==> images/gate_families.png <==
Scale bar: 100 µm.
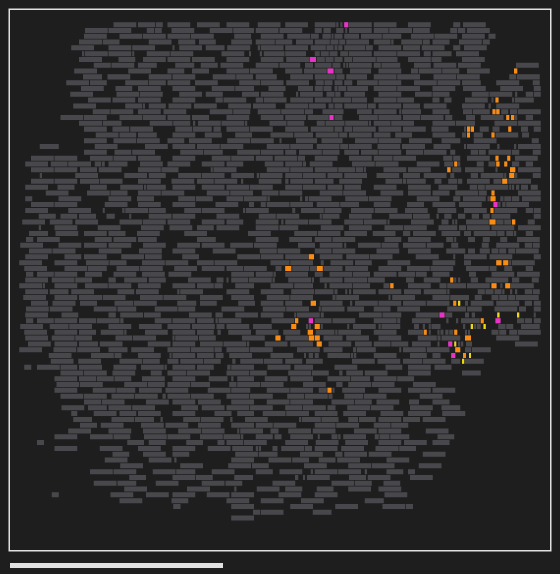
==> images/pdn.png <==
Pins as bars on the die edge. Tap cells in grey.
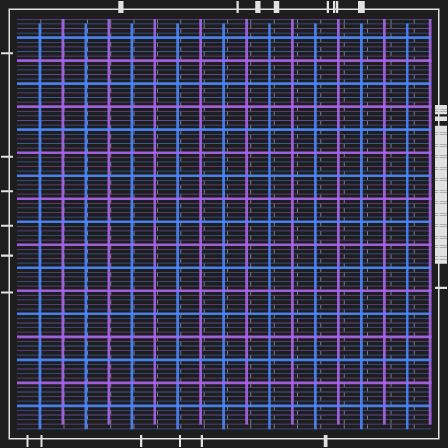
==> images/clock_map.png <==
Scale bar: 100 µm.
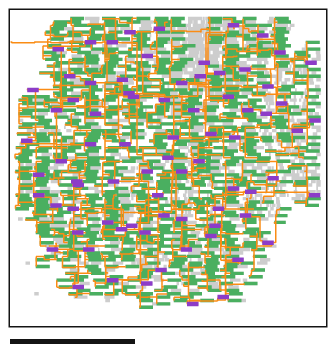
==> images/cell_classes.png <==
Scale bar: 100 µm.
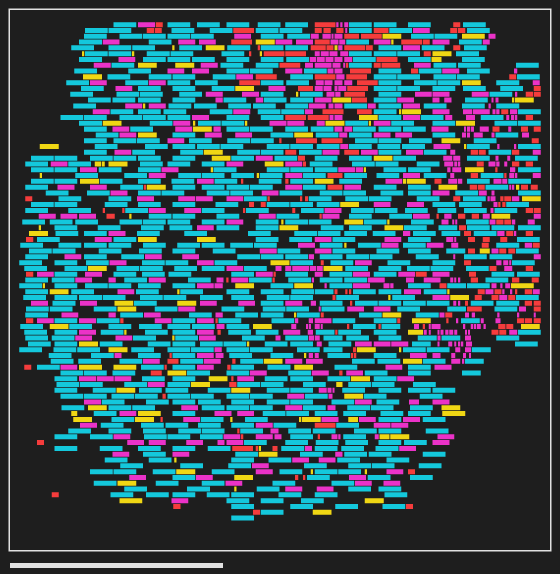
File: src/rtl/dtree_seq_eval.sv
// dtree_seq_eval: sequential decision-tree classifier.
// Walks a run-time loaded node table one node per clock. A walk ends on a
// leaf (class label) or aborts with out_err on a bad feature index, an out of
// range child pointer, or hitting the hop limit.
// Optional feature: define DTREE_APPROX_CMP_EN to add a per-node precision
// field that masks low-order bits of feature and threshold before comparing.
module dtree_seq_eval #(
    parameter  int N_FEAT   = 7,
    parameter  int FEAT_W   = 8,
    parameter  int CLASS_W  = 5,
    parameter  int N_NODES  = 32,
    parameter  int MAX_HOPS = 16,
    localparam int NODE_AW  = $clog2(N_NODES),
    localparam int FI_W     = $clog2(N_FEAT),
`ifdef DTREE_APPROX_CMP_EN
    localparam int PREC_W   = $clog2(FEAT_W) + 1,
    localparam int NODE_W   = 1 + FI_W + FEAT_W + 2*NODE_AW + PREC_W
`else
    localparam int NODE_W   = 1 + FI_W + FEAT_W + 2*NODE_AW
`endif
) (
    input  logic                     clk,
    input  logic                     rst,
    input  logic                     cfg_we,
    input  logic [NODE_AW-1:0]       cfg_addr,
    input  logic [NODE_W-1:0]        cfg_wdata,
    input  logic                     in_valid,
    output logic                     in_ready,
    input  logic [N_FEAT*FEAT_W-1:0] in_feat,
    output logic                     out_valid,
    input  logic                     out_ready,
    output logic [CLASS_W-1:0]       out_class,
    output logic                     out_err,
    output logic                     busy
);

    localparam int HOP_W = $clog2(MAX_HOPS + 1);

    localparam int THR_LSB   = 1 + FI_W;
    localparam int LEFT_LSB  = THR_LSB + FEAT_W;
    localparam int RIGHT_LSB = LEFT_LSB + NODE_AW;
`ifdef DTREE_APPROX_CMP_EN
    localparam int PREC_LSB  = RIGHT_LSB + NODE_AW;
    localparam logic [FEAT_W-1:0] ONES = '1;
`endif

    typedef enum logic [1:0] {
        S_IDLE,
        S_WALK,
        S_DONE
    } state_t;

    logic [NODE_W-1:0]  r_mem  [N_NODES];
    logic [FEAT_W-1:0]  r_feat [N_FEAT];

    state_t             r_state, w_next_state;
    logic [NODE_AW-1:0] r_ptr,   w_next_ptr;
    logic [HOP_W-1:0]   r_hops,  w_next_hops;
    logic [CLASS_W-1:0] r_class, w_next_class;
    logic               r_err,   w_next_err;
    logic               w_load;
    logic               w_cfg_ok;

    // Current node decode (asynchronous table read)
    logic [NODE_W-1:0]  w_node;
    logic               w_leaf;
    logic [FI_W-1:0]    w_fidx;
    logic [FEAT_W-1:0]  w_thr;
    logic [NODE_AW-1:0] w_left;
    logic [NODE_AW-1:0] w_right;
    logic [NODE_AW-1:0] w_child;
    logic [FEAT_W-1:0]  w_fval;
    logic               w_fidx_ok;
    logic               w_child_ok;
    logic               w_hop_last;
    logic               w_go_left;

    assign w_node  = r_mem[r_ptr];
    assign w_leaf  = w_node[0];
    assign w_fidx  = w_node[FI_W:1];
    assign w_thr   = w_node[THR_LSB   +: FEAT_W];
    assign w_left  = w_node[LEFT_LSB  +: NODE_AW];
    assign w_right = w_node[RIGHT_LSB +: NODE_AW];

    assign w_fidx_ok  = 32'(w_fidx) < 32'(N_FEAT);
    assign w_fval     = w_fidx_ok ? r_feat[w_fidx] : '0;
    assign w_hop_last = (r_hops == HOP_W'(MAX_HOPS - 1));

`ifdef DTREE_APPROX_CMP_EN
    // Keep only the top prec bits; prec of 0 masks everything (always left),
    // prec >= FEAT_W shifts the ones vector out entirely (full compare).
    logic [PREC_W-1:0] w_prec;
    logic [FEAT_W-1:0] w_mask;
    assign w_prec    = w_node[PREC_LSB +: PREC_W];
    assign w_mask    = ~(ONES >> w_prec);
    assign w_go_left = (w_fval & w_mask) <= (w_thr & w_mask);
`else
    assign w_go_left = w_fval <= w_thr;
`endif

    assign w_child    = w_go_left ? w_left : w_right;
    assign w_child_ok = 32'(w_child) < 32'(N_NODES);

    assign w_cfg_ok = cfg_we && (r_state == S_IDLE) && (32'(cfg_addr) < 32'(N_NODES));

    // Node table writes; contents survive reset
    always_ff @(posedge clk) begin
        if (w_cfg_ok) begin
            r_mem[cfg_addr] <= cfg_wdata;
        end
    end

    // Capture the feature vector on the input handshake
    always_ff @(posedge clk) begin
        if (w_load) begin
            for (int unsigned i = 0; i < N_FEAT; i++) begin
                r_feat[i] <= in_feat[i*FEAT_W +: FEAT_W];
            end
        end
    end

    // State and walk registers
    always_ff @(posedge clk or posedge rst) begin
        if (rst) begin
            r_state <= S_IDLE;
            r_ptr   <= '0;
            r_hops  <= '0;
            r_class <= '0;
            r_err   <= 1'b0;
        end else begin
            r_state <= w_next_state;
            r_ptr   <= w_next_ptr;
            r_hops  <= w_next_hops;
            r_class <= w_next_class;
            r_err   <= w_next_err;
        end
    end

    // Next-state, walk step and handshake logic
    always_comb begin
        w_next_state = r_state;
        w_next_ptr   = r_ptr;
        w_next_hops  = r_hops;
        w_next_class = r_class;
        w_next_err   = r_err;
        w_load       = 1'b0;
        in_ready     = 1'b0;
        case (r_state)
            S_IDLE: begin
                in_ready = ~rst;
                if (in_valid && !rst) begin
                    w_load       = 1'b1;
                    w_next_ptr   = '0;
                    w_next_hops  = '0;
                    w_next_state = S_WALK;
                end
            end
            S_WALK: begin
                if (w_leaf) begin
                    w_next_class = w_thr[CLASS_W-1:0];
                    w_next_err   = 1'b0;
                    w_next_state = S_DONE;
                end else if (!w_fidx_ok || !w_child_ok || w_hop_last) begin
                    w_next_class = '0;
                    w_next_err   = 1'b1;
                    w_next_state = S_DONE;
                end else begin
                    w_next_ptr  = w_child;
                    w_next_hops = r_hops + HOP_W'(1);
                end
            end
            S_DONE: begin
                if (out_ready) begin
                    w_next_state = S_IDLE;
                end
            end
            default: begin
                w_next_state = S_IDLE;
            end
        endcase
    end

    assign out_valid = (r_state == S_DONE);
    assign busy      = (r_state != S_IDLE);
    assign out_class = r_class;
    assign out_err   = r_err;

endmodule

File: config.mk
export PLATFORM = sky130hd
export DESIGN_NAME = dtree_seq_eval
export DESIGN_NICKNAME = d
export VERILOG_FILES = /design/src/rtl/dtree_seq_eval.sv
export SDC_FILE = /design/constraint.sdc
export NUM_CORES = 1
export LEC_CHECK = 0
export CAP_MARGIN = 20
export CORE_MARGIN = 4
export CORE_UTILIZATION = 50
export DETAILED_ROUTE_END_ITERATION = 10
export GPL_TIMING_DRIVEN = 0
export PLACE_DENSITY = 0.68
export SYNTH_ARGS = -nofsm -noshare
export SYNTH_HDL_FRONTEND = slang
export SYNTH_SLANG_ARGS = --single-unit
File: constraint.sdc
create_clock -name clk -period 8.2 [get_ports clk]
set_input_delay 1.64 -clock clk [delete_from_list [all_inputs] [get_ports clk]]
set_output_delay 1.64 -clock clk [all_outputs]
set_load 0.02 [all_outputs]
==> results.sh <==
# implementation run metrics
export IMPL_power_share_switching_pct=26.1
export IMPL_grt_setup_unrepaired="false"
export IMPL_post_cts_buffers=0
export IMPL_achievable_frequency_ghz=0.142
export IMPL_worst_setup_path_endpoint="r_ptr[0]"
export IMPL_finalInstanceArea_mm2=0.0357
export IMPL_yosys_area_top_type="sky130_fd_sc_hd__edfxtp_1"
export IMPL_wl_per_cell_um=30.9
export IMPL_router_iterations_before_antenna_repair=5
export IMPL_cts_resized_gates=0
export IMPL_synthCells=1300
export IMPL_detailedRoute_firstIterationViolations=1681
export IMPL_timing_hold_worst_path_depth=2
export IMPL_final_common_cell="sky130_fd_sc_hd__edfxtp_1"
export IMPL_place_area_mm2=0.0331
export IMPL_synth_area_yosys_mm2=0.0300
export IMPL_power_net_switching_uw=2630
export IMPL_number_of_filler_cells_placed_in_the_layout=4046
export IMPL_simple_gate_share_pct=1.65
export IMPL_ratio_of_final_minimum_period_to_clock_period_pct=85.7
export IMPL_regToRegStartpoint="r_ptr[2]"
export IMPL_clock_latency_late_sink_ps=620
export IMPL_worst_hold_startpoint="r_hops[1]"
export IMPL_synth_cellmix_adderShare_pct=0.417
export IMPL_clock_tree_buffer_depth=3
export IMPL_placementRows=89
export IMPL_clock_share_of_power_pct=34.9
export IMPL_area_growth_synth_to_final_pct=18.9
export IMPL_detailedPlacementHpwl_mm=46.0
export IMPL_synth_edff_count=760
export IMPL_synth_sequential_area_ratio_pct=77.5
export IMPL_clk_transition_reported_paths_ps=60
export IMPL_synthesis_area_per_instance_um2=23.1
export IMPL_timing_critical_path_from_type="flop"
export IMPL_power_density_mw_per_mm2=283
export IMPL_share_of_final_layout_standard_cells_stronger_than_drive_strength_1_pct=27.4
export IMPL_synth_nets=1398
export IMPL_netlist_top_cells_count="760 x sky130_fd_sc_hd__edfxtp_1, 214 x sky130_fd_sc_hd__mux4_2, 52 x sky130_fd_sc_hd__nor2_1"
export IMPL_timing_critical_path_to_type="flop"
export IMPL_grt_max_degree=33
export IMPL_finalHoldViolations=0
export IMPL_worst_slew_pin_transition_ps=1200
export IMPL_finClkSkew_ps=16.9
export IMPL_result_of_the_run="finished, final reports clean"
export IMPL_finalWorstSetupSlack_ps=1170
export IMPL_lay_top_cells="760 x sky130_fd_sc_hd__edfxtp_1, 214 x sky130_fd_sc_hd__mux4_2, 96 x sky130_fd_sc_hd__clkdlybuf4s50_1, 82 x sky130_fd_sc_hd__clkbuf_16, 52 x sky130_fd_sc_hd__clkbuf_1"
export IMPL_share_seq_of_total_power_pct=44.8
export IMPL_cts_buffers_inserted=78
export IMPL_final_cell_count_no_fill=2351
## Picture notes: gate_families.png
Key: magenta = AND and OR gates [cells 10]; yellow = inverters [cells 8, where east]; orange = inverting AOI/OAI gates [cells 51]

## Picture notes: pdn.png
Key: blue = VSS; purple = VDD
The core has 89 rows. 90 met1 rails follow the rows. 18 straps on met4. 97 signal pins sit on the boundary.
height of the die: 253 µm
core outline area: 0.0592 mm²
maximum resistive drop on vdd: 171 µV
Die X: 253 µm

## Picture notes: clock_map.png
Key: orange = clock wires [length 8630 µm]; purple = cells driving clock nets [count 78]; green = flip-flops [count 778]
There are 79 routed clock nets.

## Picture notes: cell_classes.png
Key: red = other buffers and delay cells [cells 201]; magenta = all other logic [cells 459]; yellow = clock drivers and dummy loads [cells 139]; cyan = flip-flops [cells 778]

[per-layer routing]
layer  track usage [%]  up-vias  wire [µm]
li1                  -     5988          -
met1              31.0     7577      27400
met2              39.0      718      37500
met3              5.03      135       6100
met4              5.58        2       1730
met5                 0        -         13
[kinds of logic after synthesis]
group	after synthesis
buf+inv	71
compound gates	59
flops	778
fa+ha+maj	10
simple gates	110
mux	272
[area by class of cell]
cell class              instances  area, µm²  share of cell area [%]
well taps                     773        967                    2.71
clock inverters                24        310                   0.869
flip-flops and latches        778      23300                    65.2
multi-input cells             451       6680                    18.7
plain buffers                  63        273                   0.764
repair buffers                138       1970                    5.51
clock buffers                 115       2190                    6.15
diodes                          1       2.50                 0.00701
inverters                       8       30.0                  0.0841
[sequential cells by signal, summed over array words and instances, names as in the netlist]
register   count
out_class      5
r_hops         5
out_err        1
r_mem        704
r_feat        56
r_ptr          5
r_state        2
[worst max-delay path, stage by stage (launching register included)]
cell                       delay (ps)
sky130_fd_sc_hd__dfrtp_1          370
sky130_fd_sc_hd__clkbuf_1         560
sky130_fd_sc_hd__clkbuf_1         550
sky130_fd_sc_hd__buf_2            420
sky130_fd_sc_hd__buf_2            440
sky130_fd_sc_hd__buf_1            710
sky130_fd_sc_hd__clkbuf_1         750
sky130_fd_sc_hd__mux4_2           450
sky130_fd_sc_hd__mux2i_1          510
sky130_fd_sc_hd__ha_1             280
sky130_fd_sc_hd__nand2_1           50
sky130_fd_sc_hd__o21ai_0          270
sky130_fd_sc_hd__mux2i_1          120
sky130_fd_sc_hd__a21oi_1          190
sky130_fd_sc_hd__buf_1            250
sky130_fd_sc_hd__buf_8            230
sky130_fd_sc_hd__mux2i_1          360
sky130_fd_sc_hd__mux2_2           260
sky130_fd_sc_hd__o31ai_1           80
